Fig. 1: clock wiring as the flow saved it
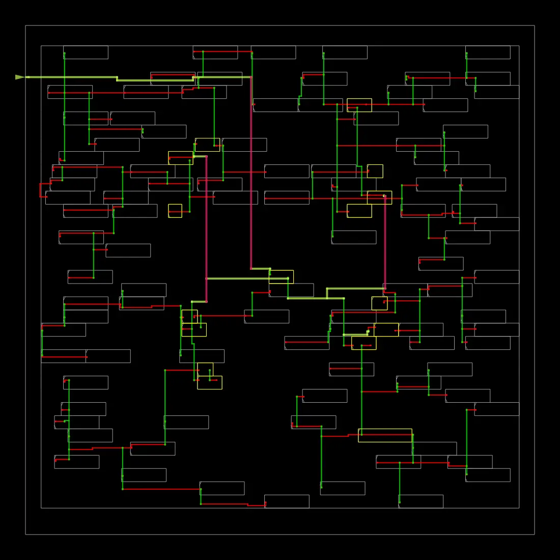
Fig. 2: routed clock nets over the placement
(4 px per um)
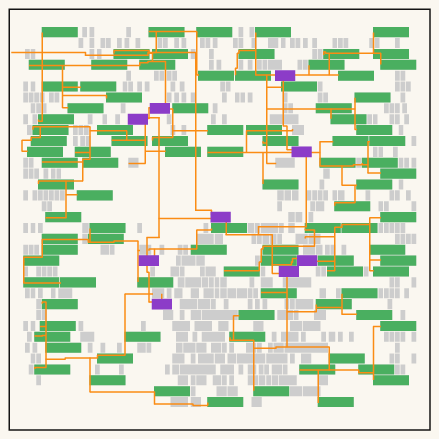
Fig. 3: M2 wires
(4 px per um) Cells faint in the background.
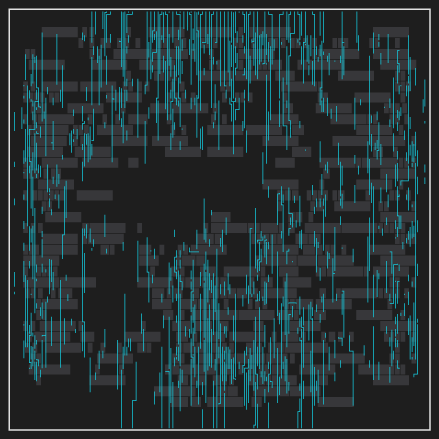
===== config.mk =====
export PLATFORM = sky130hd
export DESIGN_NAME = c2f_chunk_writer
export DESIGN_NICKNAME = d
export VERILOG_FILES = /design/src/rtl/tlp_xcvr_pkg.sv /design/src/rtl/c2f_ring_ctr.sv /design/src/rtl/c2f_chunk_writer.sv
export SDC_FILE = /design/constraint.sdc
export NUM_CORES = 1
export LEC_CHECK = 0
export ABC_AREA = 1
export CORE_MARGIN = 3
export CORE_UTILIZATION = 43
export CTS_CLUSTER_SIZE = 40
export DETAILED_ROUTE_END_ITERATION = 7
export DONT_BUFFER_PORTS = 1
export PLACE_DENSITY = 0.62
export SYNTH_ARGS = -nofsm -noshare
export SYNTH_HDL_FRONTEND = slang
export SYNTH_SLANG_ARGS = --single-unit
export TNS_END_PERCENT = 20

===== constraint.sdc =====
create_clock -name sysClk -period 2.8 [get_ports sysClk]
set_input_delay 0.28 -clock sysClk [delete_from_list [all_inputs] [get_ports sysClk]]
set_output_delay 0.28 -clock sysClk [all_outputs]
set_load 0.01 [all_outputs]

===== src/rtl/tlp_xcvr_pkg.sv =====
// Shared types and constants for the CPU->FPGA chunk path of the TLP transceiver.
package tlp_xcvr_pkg;

  localparam int C2F_PTR_NBITS = 3;
  localparam int C2F_OFS_NBITS = 4;

  typedef logic [C2F_PTR_NBITS-1:0] C2FChunkPtr;
  typedef logic [C2F_OFS_NBITS-1:0] C2FChunkOffset;
  typedef logic [C2F_PTR_NBITS:0]   C2FOccupancy;
  typedef logic [7:0]               ByteMask64;
  typedef logic [63:0]              uint64;

  typedef enum logic {
    S_IDLE  = 1'b0,
    S_BURST = 1'b1
  } C2FWriterState;

endpackage


===== src/rtl/c2f_ring_ctr.sv =====
// Ring bookkeeping for a chunk ring: committed and acknowledged chunk counts,
// from which the write pointer, read pointer and occupancy are derived.
// The counts are one bit wider than the pointers, so their difference is the
// true occupancy even when the pointers themselves have wrapped.
module c2f_ring_ctr
  import tlp_xcvr_pkg::*;
#(
  parameter int PTR_NBITS = C2F_PTR_NBITS
) (
  input  logic                 clk_i,
  input  logic                 rst_i,
  input  logic                 commit_i,
  input  logic                 ack_i,
  output logic [PTR_NBITS-1:0] wrPtr_o,
  output logic [PTR_NBITS-1:0] rdPtr_o,
  output logic [PTR_NBITS:0]   occupancy_o,
  output logic [PTR_NBITS:0]   occNext_o,
  output logic                 underflow_o
);

  localparam logic [PTR_NBITS:0] CNT_ONE = {{PTR_NBITS{1'b0}}, 1'b1};

  logic [PTR_NBITS:0] commitCnt_q, commitCnt_d;
  logic [PTR_NBITS:0] ackCnt_q, ackCnt_d;
  logic               ackOk;

  // Advance the counts; an ack against an empty ring is refused and reported.
  always_comb begin
    ackOk       = ack_i && (occupancy_o != '0);
    underflow_o = ack_i && (occupancy_o == '0);
    commitCnt_d = commitCnt_q;
    ackCnt_d    = ackCnt_q;
    if (commit_i) begin
      commitCnt_d = commitCnt_q + CNT_ONE;
    end
    if (ackOk) begin
      ackCnt_d = ackCnt_q + CNT_ONE;
    end
    occNext_o = commitCnt_d - ackCnt_d;
  end

  // Hold the counts; reset empties the ring.
  always_ff @(posedge clk_i or posedge rst_i) begin
    if (rst_i) begin
      commitCnt_q <= '0;
      ackCnt_q    <= '0;
    end else begin
      commitCnt_q <= commitCnt_d;
      ackCnt_q    <= ackCnt_d;
    end
  end

  assign wrPtr_o     = commitCnt_q[PTR_NBITS-1:0];
  assign rdPtr_o     = ackCnt_q[PTR_NBITS-1:0];
  assign occupancy_o = commitCnt_q - ackCnt_q;

endmodule


===== src/rtl/c2f_chunk_writer.sv =====
// Writes the CPU->FPGA qword burst stream into the chunk RAM, publishes the
// committed write pointer to the consumer, applies backpressure when the
// ring is full and flags malformed bursts with sticky error bits.
module c2f_chunk_writer
  import tlp_xcvr_pkg::*;
#(
  parameter int PTR_NBITS = C2F_PTR_NBITS,
  parameter int OFS_NBITS = C2F_OFS_NBITS
) (
  input  logic                           sysClk,
  input  logic                           sysReset,
  input  logic                           inValid,
  output logic                           inReady,
  input  logic [OFS_NBITS-1:0]           inOffset,
  input  logic [7:0]                     inByteMask,
  input  logic [63:0]                    inData,
  input  logic                           inLast,
  output logic                           ramWrEnable,
  output logic [7:0]                     ramByteMask,
  output logic [PTR_NBITS+OFS_NBITS-1:0] ramAddr,
  output logic [63:0]                    ramData,
  output logic [PTR_NBITS-1:0]           wrPtr,
  input  logic                           dtAck,
  output logic [PTR_NBITS-1:0]           rdPtr,
  output logic [PTR_NBITS:0]             occupancy,
  output logic                           errOrder,
  output logic                           errShort,
  output logic                           errUnderflow,
  input  logic                           errClear
);

  localparam logic [OFS_NBITS-1:0] OFS_LAST = {OFS_NBITS{1'b1}};
  localparam logic [OFS_NBITS-1:0] OFS_ONE  = {{(OFS_NBITS-1){1'b0}}, 1'b1};
  localparam logic [PTR_NBITS:0]   OCC_FULL = {1'b1, {PTR_NBITS{1'b0}}};

  C2FWriterState state_q, state_d;
  logic [OFS_NBITS-1:0] expOfs_q, expOfs_d;
  logic inReady_q, inReady_d;
  logic commitPend_q;
  logic ramWrEnable_q;
  ByteMask64 ramByteMask_q;
  logic [PTR_NBITS+OFS_NBITS-1:0] ramAddr_q;
  uint64 ramData_q;
  logic errOrder_q, errOrder_d;
  logic errShort_q, errShort_d;
  logic errUnderflow_q, errUnderflow_d;

  logic accept;
  logic atFinal;
  logic isLast;
  logic orderBad;
  logic shortBad;
  logic commitNext;
  logic underflow;
  logic [PTR_NBITS-1:0] fillPtr;
  logic [PTR_NBITS:0] occNext;
  logic [PTR_NBITS:0] reserved;

  // The chunk commits one cycle after its last qword is accepted, in step
  // with the RAM write of that qword, so the consumer never sees the pointer
  // move ahead of the data.
  c2f_ring_ctr #(
    .PTR_NBITS(PTR_NBITS)
  ) ringCtr (
    .clk_i      (sysClk),
    .rst_i      (sysReset),
    .commit_i   (commitPend_q),
    .ack_i      (dtAck),
    .wrPtr_o    (wrPtr),
    .rdPtr_o    (rdPtr),
    .occupancy_o(occupancy),
    .occNext_o  (occNext),
    .underflow_o(underflow)
  );

  // Next-state logic: burst tracking, offset checking, error detection and
  // the readiness decision for the following cycle.
  always_comb begin
    accept     = inValid && inReady_q;
    atFinal    = (expOfs_q == OFS_LAST);
    isLast     = inLast || atFinal;
    orderBad   = accept && (inOffset != expOfs_q);
    shortBad   = accept && (inLast != atFinal);
    commitNext = accept && isLast;
    // A chunk that starts while the previous one is still committing belongs
    // to the slot after the not-yet-advanced write pointer.
    fillPtr    = wrPtr + {{(PTR_NBITS-1){1'b0}}, commitPend_q};
    state_d    = state_q;
    expOfs_d   = expOfs_q;
    if (accept) begin
      if (isLast) begin
        state_d  = S_IDLE;
        expOfs_d = '0;
      end else begin
        state_d  = S_BURST;
        expOfs_d = expOfs_q + OFS_ONE;
      end
    end
    // A chunk whose commit is still in flight already owns a ring slot.
    reserved       = occNext + {{PTR_NBITS{1'b0}}, commitNext};
    inReady_d      = (state_d == S_BURST) || (reserved < OCC_FULL);
    errOrder_d     = (errOrder_q && !errClear) || orderBad;
    errShort_d     = (errShort_q && !errClear) || shortBad;
    errUnderflow_d = (errUnderflow_q && !errClear) || underflow;
  end

  // Burst FSM with its registered outputs: readiness, the one-stage RAM
  // write register, the pending commit and the sticky errors.
  always_ff @(posedge sysClk or posedge sysReset) begin
    if (sysReset) begin
      state_q        <= S_IDLE;
      expOfs_q       <= '0;
      inReady_q      <= 1'b0;
      commitPend_q   <= 1'b0;
      ramWrEnable_q  <= 1'b0;
      ramByteMask_q  <= '0;
      ramAddr_q      <= '0;
      ramData_q      <= '0;
      errOrder_q     <= 1'b0;
      errShort_q     <= 1'b0;
      errUnderflow_q <= 1'b0;
    end else begin
      state_q        <= state_d;
      expOfs_q       <= expOfs_d;
      inReady_q      <= inReady_d;
      commitPend_q   <= commitNext;
      ramWrEnable_q  <= accept;
      if (accept) begin
        ramByteMask_q <= inByteMask;
        ramAddr_q     <= {fillPtr, inOffset};
        ramData_q     <= inData;
      end
      errOrder_q     <= errOrder_d;
      errShort_q     <= errShort_d;
      errUnderflow_q <= errUnderflow_d;
    end
  end

  assign inReady      = inReady_q;
  assign ramWrEnable  = ramWrEnable_q;
  assign ramByteMask  = ramByteMask_q;
  assign ramAddr      = ramAddr_q;
  assign ramData      = ramData_q;
  assign errOrder     = errOrder_q;
  assign errShort     = errShort_q;
  assign errUnderflow = errUnderflow_q;

endmodule


==> qor.yml <==
run_status:
  status: "finished, violations left"
  failed_checks: "setup timing"
layout:
  layout_top_cell: "sky130_fd_sc_hd__nand2_1"
  regArea_mm2: 0.00245
  combGateArea_mm2: 0.00155
  lay_top_cells: "256 x sky130_fd_sc_hd__nand2_1, 98 x sky130_fd_sc_hd__dfrtp_1, 26 x sky130_fd_sc_hd__inv_1, 21 x sky130_fd_sc_hd__buf_4, 11 x sky130_fd_sc_hd__ha_1"
  antenna_cells_inserted: 0
  fraction_of_layout_instances_using_a_drive_strength_above_1_pct: 13.4
  final-instance-count-excl-fill: 629
  filler_cell_count: 909
  finalNetCount: 592
  finish.utilization_pct: 50.5
  synthToLayoutAreaGrowth_pct: 12.7
clocking:
  path_clk_slew_ns: 0.10
  cts_post_setup_buffers_inserted: 1
  postCtsHoldBufs: 2
  cts.repair.resized: 1
  cts_tree: "yes"
  ctsLongestPathBuffers: 2
  clock_tree.root_cell: "sky130_fd_sc_hd__clkbuf_8"
  htree_levels: 3
global_routing:
  grt_pass1_wl_um: 15700
  grt_overflow: 0
  largest_net_degree_at_the_start_of_global_routing: 99
  first_global_vias: 3038
  antenna_found_initial: 0
  groute.usage.overall_pct: 17.8
worst_setup_path:
  timing.setup.critical_path_class: "register to register"
  critical_path_required_ns: 3.03
  critPathSlowestCell: "sky130_fd_sc_hd__fa_1"
  crit_arrival_ns: 3.45
  timing.reg2reg.worst_path_depth: 22
  path_max_fanout: 4
  r2r_slack_ns: -0.42
  crit_path_end_kind: "register"
  critical_path.startpoint_type: "register"
  crit_path_cell_trace: "inv_1 > ha_2 > inv_2 > fa_1 > or2_0 > nor2_1 > nand3_2 > nand2_4 > nor2_4 > xor2_2 > inv_2 > ha_4 > ha_4 > nand2_2 > inv_2 > nand3_2 > nand2_2 > nand3b_1 > nand2_1 > nand3_1 > nand2_1 > nand2_1"
  crit_path_max_incr_delay_ns: 0.45
  regToRegStartpoint: "ringCtr.commitCnt_q[0]$_DFF_PP0_"
  timing.rr.end: "inReady$_DFF_PP0_"
hold_path:
  hold-path-cell-count: 2
  whs_endpoint: "ramData[49]$_DFFE_PP0P_"
  hold_start: "inData[49]"
  type_of_the_most_critical_hold_path: "input pin to register"
synthesis:
  ys_async_sr_fraction_pct: 100
  syn_inst: 481
  synthesis.area_mm2: 0.00420
  yosysWarningCount: 0
  post_synth_tally_of_flip_flops_with_integrated_enable: 0
  synth_area_per_cell_um2: 8.73
  number_of_flip_flops_and_latches_in_the_synthesized_netlist: 98
  synthDistinctLibCells: 31
  synth.net_count: 578
  synth_seq_share_pct: 58.4
  yosysChipArea_mm2: 0.00420
  ff_type: "sky130_fd_sc_hd__dfrtp_1"
  ys_cells: 481
placement:
  dpl.cell_count: 605
  gp_congestion: 0.806
  placement.setup.worst_slack_ns: -0.331
  io_buffers: 0
  place_hpwl_um: 6640
route:
  route.final.wire_length_um: 9540
  wl_per_cell_um: 15.2
  initialDrtViolationCount: 187
  ant_nets: 0
  detail_route.vias_per_cell: 4.90
  detail_route.drc_violations: 0
  first_pass_iters: 4
floorplanning:
  die-width_um: 105
  chipArea_mm2: 0.0110
  fp_util_pct: 44.8
  core.rowCount: 35
  core_area_mm2: 0.00937
  die_span_y_um: 105
  design.portCount: 176
timing:
  min_period_over_period_pct: 115
  timing.max_slew.rel_slack_pct: 44.0
  slew_violations: 0
  worstMarginPinSlew_ns: 0.841
  whs_ns: 0.0223
  fin_setup_tns_ns: -0.418
  timing.final.ws_setup_ns: -0.418
  setup_repair_after_global_routing_missed_its_margin: "true"
  max_freq_mhz: 311
  finalHoldViolations: 0
  finalCriticalPeriod_ns: 3.22
  timing.final.setup_violations: 1
power:
  cellLeakagePower_nw: 2.52
  power_density_mw_per_mm2: 1120
  max-vdd-ir-drop_v: 0.000425
flow_run:
  warnings: 29
  max-cap-violations: 0
-- Fig. 1 (at the start) --
CTS Buf Count: 9
number of clock sinks seen by CTS: 98

-- Fig. 2 (at the start) --
[flip-flops] green | count: 98
[clock wires] orange | length: 1230 um
[cells driving clock nets] purple | count: 9
routed clock nets: 10
flops lie: all over the die
power in the clock group: 962 uW
worst-skew pair later-pin latency: 0.36 ns
worst-case clock skew: 0.0130 ns

-- Fig. 3 (at the start) --
longest straight run: 49.0 um
wire length on this layer: 4290 um
main direction: vertical
nets with wire on the layer: 452
met2 Track Usage GR: 26.1%
number of vias after detailed routing: 3084

report_power, final:
part           switching, mW  total, mW  internal, mW
Clock                  0.513      0.962         0.449
Combinational           1.17       2.08         0.912
Sequential             0.468       2.28          1.82
Total                   2.15       5.32          3.18
registers in the layout (all words and copies together) (netlist names), 4 cells and up:
signal / flops
ringCtr.ackCnt_q: 4
ringCtr.commitCnt_q: 4
expOfs_q: 4
ramData: 64
ramAddr: 7
ramByteMask: 8
synth_stat cells, types with 2 or more instances:
master,count,area share [%]
sky130_fd_sc_hd__ha_1,14,4.2
sky130_fd_sc_hd__nand3_1,11,1.3
sky130_fd_sc_hd__dfrtp_1,98,58
sky130_fd_sc_hd__buf_4,6,1.1
sky130_fd_sc_hd__nand2_1,259,23
sky130_fd_sc_hd__o21ai_0,9,1.1
sky130_fd_sc_hd__xnor2_1,3,0.63
sky130_fd_sc_hd__buf_1,2,0.18
sky130_fd_sc_hd__o22ai_1,2,0.30
sky130_fd_sc_hd__a21oi_1,4,0.48
sky130_fd_sc_hd__clkbuf_1,9,0.80
sky130_fd_sc_hd__nand2_2,3,0.45
sky130_fd_sc_hd__inv_1,29,2.6
sky130_fd_sc_hd__nor2_2,2,0.30
sky130_fd_sc_hd__xor2_1,3,0.63
sky130_fd_sc_hd__nor2_1,4,0.36
sky130_fd_sc_hd__buf_2,6,0.72
sky130_fd_sc_hd__inv_2,4,0.36
per-stage QoR:
step                      area [um^2]  total power [mW]
after floorplan                  4230              3.61
after global placement           4440              4.11
after detailed placement         4440              4.21
after CTS                        4680              5.23
after global routing             4730              5.78
final                            4730              5.32
critical path, delay by kind of cell, from the launching register on:
family        cells  cell delay [ns]
flops             1             0.39
xor+xnor          1             0.18
simple gates     13             1.21
fa+ha+maj         4             1.11
buf+inv           4             0.19
worst max-delay path by stage:
stage                             end  slack, ns  cells past startpoint                             start
global route        inReady$_DFF_PP0_      -0.62                     23  ringCtr.commitCnt_q[0]$_DFF_PP0_
detailed placement  inReady$_DFF_PP0_      -0.33                     21  ringCtr.commitCnt_q[0]$_DFF_PP0_
global placement    inReady$_DFF_PP0_      -0.24                     23  ringCtr.commitCnt_q[0]$_DFF_PP0_
floorplan           inReady$_DFF_PP0_      -0.27                     22  ringCtr.commitCnt_q[0]$_DFF_PP0_
CTS                 inReady$_DFF_PP0_      -0.36                     22  ringCtr.commitCnt_q[0]$_DFF_PP0_
finish              inReady$_DFF_PP0_      -0.42                     22  ringCtr.commitCnt_q[0]$_DFF_PP0_
area by class of cell:
class / count / share of cell area [%]
clock buffer: 10 / 2.91
clock inverter: 6 / 1.53
inverter: 33 / 2.70
multi-input combinational: 327 / 32.8
sequential: 98 / 51.8
tap: 129 / 3.41
timing repair buffer: 26 / 4.81
metal layers:
layer  track usage, %  wire, um
met1             23.9      4120
met2             26.1      4290
met3             6.98       981
met4             6.47       150
met5                0         0
logic make-up after synthesis:
logic type | share of synthesized area, %
flops | 58.4
buf+inv | 5.72
fa+ha+maj | 4.65
compound gates | 2.38
mux | 0.268
simple gates | 26.9
xor+xnor | 1.64
Power and IR drop assume default switching activity.
